## config.mk

```make
export PLATFORM = sky130hd
export DESIGN_NAME = butterfly_imag_mac
export DESIGN_NICKNAME = d
export VERILOG_FILES = /design/src/rtl/butterfly_imag_mac.sv
export SDC_FILE = /design/constraint.sdc
export NUM_CORES = 1
export LEC_CHECK = 0
export ABC_AREA = 1
export CAP_MARGIN = 40
export CORE_ASPECT_RATIO = 1.75
export CORE_MARGIN = 2
export CORE_UTILIZATION = 45
export CTS_CLUSTER_DIAMETER = 200
export DETAILED_ROUTE_END_ITERATION = 8
export HOLD_SLACK_MARGIN = 0.12
export PLACE_DENSITY = 0.64
export SLEW_MARGIN = 15
export SYNTH_ARGS = -nofsm -noshare
export SYNTH_HDL_FRONTEND = slang
export SYNTH_SLANG_ARGS = --single-unit
```

## constraint.sdc

```tcl
create_clock -name clock -period 3 [get_ports clock]
set_input_delay 0.6 -clock clock [delete_from_list [all_inputs] [get_ports clock]]
set_output_delay 0.6 -clock clock [all_outputs]
set_load 0.02 [all_outputs]
```

## src/rtl/butterfly_imag_mac.sv

```systemverilog
// rtl/butterfly_imag_mac.sv - imaginary part of b*w: Reb*Imw + Imb*Rew via two parallel shift-add multipliers
module butterfly_imag_mac #(
    parameter int n  = 8,
    parameter int OW = 2*n+1
) (
    input  logic                 clock,
    input  logic                 reset,
    input  logic                 start,
    input  logic [n-1:0]         REB,
    input  logic [n-1:0]         IMW,
    input  logic [n-1:0]         IMB,
    input  logic [n-1:0]         REW,
    input  logic                 nMUL3,
    input  logic                 nMUL4,
    output logic                 ready,
    output logic                 done,
    output logic signed [OW-1:0] im_out
);

    localparam int AW = 2*n;
    localparam int CW = (n > 1) ? $clog2(n) : 1;

    typedef enum logic [1:0] {IDLE, MUL, SUM} state_t;

    state_t                state_q, state_d;
    logic [CW-1:0]         cnt_q, cnt_d;
    logic [n-1:0]          reb_q, reb_d, imw_q, imw_d, imb_q, imb_d, rew_q, rew_d;
    logic                  nmul3_q, nmul3_d, nmul4_q, nmul4_d;
    logic [AW-1:0]         acc3_q, acc3_d, acc4_q, acc4_d;
    logic signed [OW-1:0]  im_q, im_d;
    logic                  done_q, done_d;
    logic signed [OW-1:0]  p3, p4;

    always_ff @(posedge clock) begin
        if (reset) begin
            state_q <= IDLE;
            cnt_q   <= '0;
            reb_q   <= '0;
            imw_q   <= '0;
            imb_q   <= '0;
            rew_q   <= '0;
            nmul3_q <= 1'b0;
            nmul4_q <= 1'b0;
            acc3_q  <= '0;
            acc4_q  <= '0;
            im_q    <= '0;
            done_q  <= 1'b0;
        end else begin
            state_q <= state_d;
            cnt_q   <= cnt_d;
            reb_q   <= reb_d;
            imw_q   <= imw_d;
            imb_q   <= imb_d;
            rew_q   <= rew_d;
            nmul3_q <= nmul3_d;
            nmul4_q <= nmul4_d;
            acc3_q  <= acc3_d;
            acc4_q  <= acc4_d;
            im_q    <= im_d;
            done_q  <= done_d;
        end
    end

    always_comb begin
        state_d = state_q;
        cnt_d   = cnt_q;
        reb_d   = reb_q;
        imw_d   = imw_q;
        imb_d   = imb_q;
        rew_d   = rew_q;
        nmul3_d = nmul3_q;
        nmul4_d = nmul4_q;
        acc3_d  = acc3_q;
        acc4_d  = acc4_q;
        im_d    = im_q;
        done_d  = 1'b0;
        p3      = '0;
        p4      = '0;
        case (state_q)
            IDLE: begin
                if (start) begin
                    reb_d   = REB;
                    imw_d   = IMW;
                    imb_d   = IMB;
                    rew_d   = REW;
                    nmul3_d = nMUL3;
                    nmul4_d = nMUL4;
                    acc3_d  = '0;
                    acc4_d  = '0;
                    cnt_d   = '0;
                    state_d = MUL;
                end
            end
            MUL: begin
                acc3_d = acc3_q + (imw_q[cnt_q] ? (AW'(reb_q) << cnt_q) : '0);
                acc4_d = acc4_q + (rew_q[cnt_q] ? (AW'(imb_q) << cnt_q) : '0);
                if (cnt_q == CW'(n-1)) begin
                    state_d = SUM;
                end else begin
                    cnt_d = cnt_q + 1'b1;
                end
            end
            SUM: begin
                // negating a zero magnitude gives zero, so no negative-zero case exists
                p3 = OW'(acc3_q);
                p4 = OW'(acc4_q);
                if (nmul3_q) p3 = -p3;
                if (nmul4_q) p4 = -p4;
                im_d    = p3 + p4;
                done_d  = 1'b1;
                state_d = IDLE;
            end
            default: state_d = IDLE;
        endcase
    end

    assign ready  = (state_q == IDLE);
    assign done   = done_q;
    assign im_out = im_q;

endmodule
```

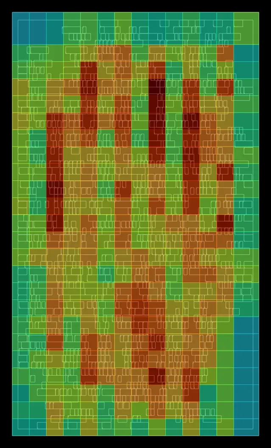
*Congestion heat map*
met3 track demand over resource: 2.15%
met1 Resource Use GR: 24.6%

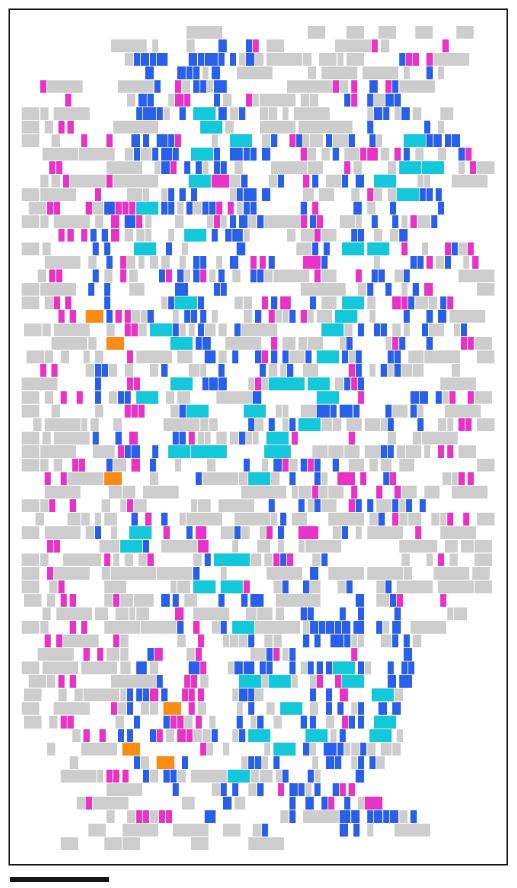
*Logic cells by family*
The bar under the picture is 20 µm long.
adder and majority cells -> cyan  # cells 53
NAND gates -> blue  # cells 394
NOR gates -> magenta  # cells 218, where spread over the die
multiplexers -> orange  # cells 6
fin cells: 1,443
Commonest Layout Cell: sky130_fd_sc_hd__nand2_1

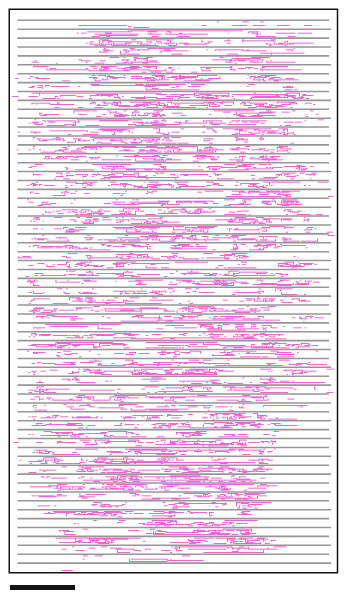
*Signal wires on met1*
The bar under the picture is 20 µm long. Supply wires on this layer in gray.
main direction = horizontal
longest straight run = 40.5 µm
wire length on this layer = 7,860 µm
nets with wire on the layer = 1,254
share of all routed wire = 40%

==> summary.txt <==
flow finished, numbers: share of cells above drive strength 1 5.98%, root buf cell sky130_fd_sc_hd__clkbuf_16, DRC violation count after routing 0, Antenna Violating Nets Remaining 0, total leakage power 4.19 nW, initial detailed-routing violation count 316, initial core utilization 45.8%, type of element capturing the critical path register, ys cells 1,200, clock transition at the registers of the reported paths 0.08 ns, H-tree Lvls 3, IO buf count 55, full die area 0.0172 mm², grt met2 use 47.6%, FFs w/ async S/R, synth 0%, total clock buffers created by CTS 9, ratio of final minimum period to clock period 90.5%, number of instances in the synthesized netlist 1,200, setup repair after global routing missed its margin no, launch point of the critical path acc3_q[1]$_SDFFE_PP0P_, fin. max-slew vios 0, via count of the first global-routing pass 7,084, Std-Cell Rows 61, number of failing hold endpoints at the final stage 0, met1 routed wirelength after detailed routing 7860 µm, routing layer with the top usage in global route met2, Worst R2R Path Depth 18, number of sinks on the clock net 89, Layout area overhead 14.9%, critical-path maximum fanout 5, worst hold margin 0.473 ns, Ys Warns 0, I/O pin cnt 56, placed wire-length estimate 15,900 µm, average cell area after synthesis 6.03 µm², Synth flops 89, number of enable flip-flop cells 0, synthesized cell area 0.00724 mm², net switching power of the design 0.983 mW, MaxCap Viol Count 0, number of distinct library cells after synthesis 41, Slowest-stage cell, CP sky130_fd_sc_hd__dfxtp_1, most used standard cells in the synthesized netlist sky130_fd_sc_hd__nand2_1 (313), sky130_fd_sc_hd__nor2_1 (199), sky130_fd_sc_hd__inv_1 (130), sky130_fd_sc_hd__dfxtp_1 (89), sky130_fd_sc_hd__a21oi_1 (88), worst voltage drop across the vdd grid 0.331 mV, Skew-Pair Late Insertion Delay 0.36 ns, HP Start imb_q[4]$_SDFFE_PP0P_, met3 routed wirelength 390 µm, Max stage delay on crit path 0.33 ns, startpoint kind of the worst setup timing path register, number of antenna violations at the first check in global routing 0, highest routing layer actually used met4, status finished clean, global-route wire length before repair 32,800 µm, fraction of power consumed by combinational cells 20.8%, number of warnings in the stage logs 26, die outline height 172 µm, Sw Share 31.5%, max-slew headroom at the worst pin 65.4%, data required time of the critical path 3.26 ns, average wire per cell in the routed design 13.8 µm, final weighted congestion in routability-driven placement 0.969, placeable core region 0.0158 mm², area of the synthesized netlist per yosys stat 0.00724 mm², Worst Setup Path Type register to register, minimum period implied by the final worst setup slack 2.72 ns, internal power 2.13 mW, dominant cell by count in the synthesized netlist sky130_fd_sc_hd__nand2_1, first drt pass iteration count 5, number of hold buffers added after cts 0, worst hold path cell count 2, NumNets Final 1,339, Worst path most repeated cell sky130_fd_sc_hd__nand2_1, CP arrival 2.98 ns, TritonCTS clock tree yes, maximum clock path buffer count 2, Top cell area share 24.6%, net count after synthesis 1,290, worst path cell trace inv_1, ha_2, nand2_1, nor2_4, a31oi_1, a21oi_1, xnor2_1, ha_1, nand2_1, inv_1, nand2_1, nand2_1, a21oi_1, nand2_1, nand3_1, nand3_1, nand2_1, inv_1, Util after Layout 52.7%, Cell Count Post-Placement 1,426, width of the die 99.9 µm, total overflow reported by the global router 0, dominant cells by area after synthesis sky130_fd_sc_hd__dfxtp_1 (25%), sky130_fd_sc_hd__nand2_1 (16%), sky130_fd_sc_hd__nor2_1 (10%), number of inserted diodes 0, met2 wire len 10,800 µm, clock group share of total power 38.2%, min-delay worst type register to register, cell taking the most area after synthesis sky130_fd_sc_hd__dfxtp_1, largest net degree at the start of global routing 45, GRT Total Usage 24.1%, Via density 5.14, Final TNS setup 0 ns, worst setup skew after layout 0.0116 ns, Highest Clock Rate 368 MHz, share of power burned in registers 41.0%, pwr dens 375 mW/mm², transition time at the pin with the least slew margin 0.519 ns, final setup violating endpoints 0, dominant register cell in the synthesized netlist sky130_fd_sc_hd__dfxtp_1, worst reg2reg startpoint acc3_q[1]$_SDFFE_PP0P_, share of the yosys chip area belonging to registers 24.6%
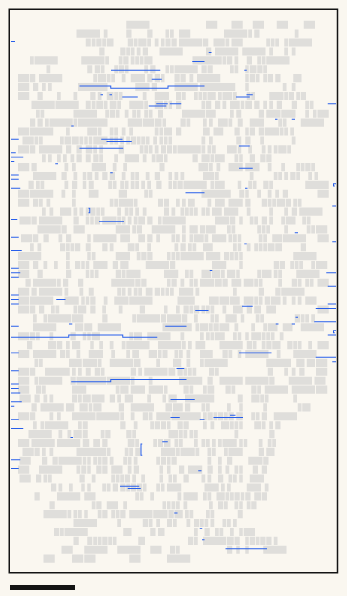
*The metal 3 layer*
The bar under the picture is 20 µm long. Cells faint in the background.
wire length on this layer = 390 µm
nets with wire on the layer = 75
share of all routed wire = 2.0%
main direction = horizontal
number of vias in the routed layout: 7,412
Final Routed Wirelength: 19,800 µm

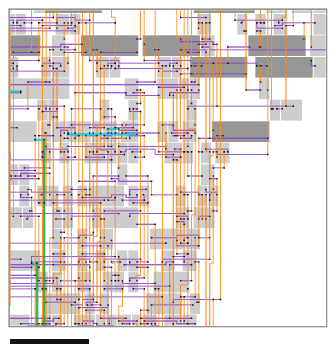
*Layout detail*
The bar under the picture is 10 µm long. Window x 55 to 95, y 23 to 63 µm. Cells in gray, sequential cells in the stronger gray; small squares are vias.
met3 -> cyan
met2 -> orange
met1 -> purple
met4 -> green
netlist names of flops here include = acc3_q (5)
sequential cells in the window = 7
most frequent = nand2_1 (41), inv_1 (16), a21oi_1 (11)
cells with their middle in the window = 115

-- power groups by stage --
stage / clock network (mW) / registers (mW) / logic, mW
after floorplan: 0 / 1.28 / 0.466
after global routing: 1.26 / 1.28 / 0.734
after global placement: 0 / 1.30 / 0.639
final: 1.19 / 1.28 / 0.648
after detailed placement: 0 / 1.30 / 0.643
after CTS: 1.21 / 1.28 / 0.645
-- registers in the layout, indices dropped and copies added, names as in the netlist --
signal   flops
state_q      2
reb_q        8
nmul4_q      1
done         1
imb_q        8
nmul3_q      1
acc3_q      16
imw_q        8
im_out      17
rew_q        8
cnt_q        3
acc4_q      16
-- cell families after synthesis --
| family | count (synthesis) | share of synthesized area, % |
|---|---|---|
| AND-OR/OR-AND | 212 | 15.3 |
| multiplexers | 6 | 0.830 |
| buffers and inverters | 179 | 9.92 |
| flip-flops | 89 | 24.6 |
| adder cells (fa/ha/maj) | 53 | 9.47 |
| XOR/XNOR | 32 | 3.87 |
| AND/OR/NAND/NOR | 629 | 36.0 |
-- placed cells by master, fill, tap and decap left out, types with 9 or more instances in the layout --
cell type / instances
sky130_fd_sc_hd__nand2_1: 313
sky130_fd_sc_hd__nor2_1: 197
sky130_fd_sc_hd__inv_1: 130
sky130_fd_sc_hd__a21oi_1: 88
sky130_fd_sc_hd__dfxtp_1: 87
sky130_fd_sc_hd__o21ai_0: 82
sky130_fd_sc_hd__nand3_1: 56
sky130_fd_sc_hd__clkdlybuf4s50_1: 55
sky130_fd_sc_hd__ha_1: 49
sky130_fd_sc_hd__xor2_1: 25
sky130_fd_sc_hd__o21ai_1: 25
sky130_fd_sc_hd__buf_4: 19
sky130_fd_sc_hd__nor3_1: 12
sky130_fd_sc_hd__nand3b_1: 12
sky130_fd_sc_hd__inv_2: 10
sky130_fd_sc_hd__clkbuf_16: 9
-- critical path: cells and delay by family (launching register included) --
kind | cells | cell delay (ns)
adders and majority gates | 2 | 0.56
DFF | 1 | 0.33
and+or+nand+nor | 9 | 0.84
buffers and inverters | 3 | 0.24
xor gates and xnor gates | 1 | 0.20
AOI/OAI and AO/OA | 3 | 0.44
-- layout make-up --
class / instances / area [µm²]
Clock buffer: 9 / 225
Fill cell: 1674 / 7480
Multi-Input combinational cell: 932 / 4750
Clock inverter: 7 / 76.3
Sequential cell: 89 / 1780
Timing Repair Buffer: 76 / 716
Tap cell: 189 / 236
Inverter: 141 / 529
-- timing repair --
item,4_1_cts,5_1_grt
resized,0,7
buffers inserted,0,1
endpoints found under the setup margin,0,5
-- metrics by stage --
step / power (mW) / setup slack, ns / cell area [µm²]
floorplan: 1.75 / 0.687 / 7240
global route: 3.28 / 0.0180 / 8320
finish: 3.12 / 0.284 / 8320
global placement: 1.94 / 0.236 / 7990
CTS: 3.14 / 0.194 / 8290
detailed placement: 1.95 / 0.213 / 7990
-- path summary, 6_finish.rpt --
path	end	slack, ns
setup / recovery	im_out[16]$_SDFFE_PP0P_	0.28
hold / removal	imb_q[4]$_SDFFE_PP0P_	0.47
setup reg to reg	im_out[16]$_SDFFE_PP0P_	0.28
hold reg to reg	imb_q[4]$_SDFFE_PP0P_	0.47
No activity file was given, so power comes from the tool's default toggle rates.
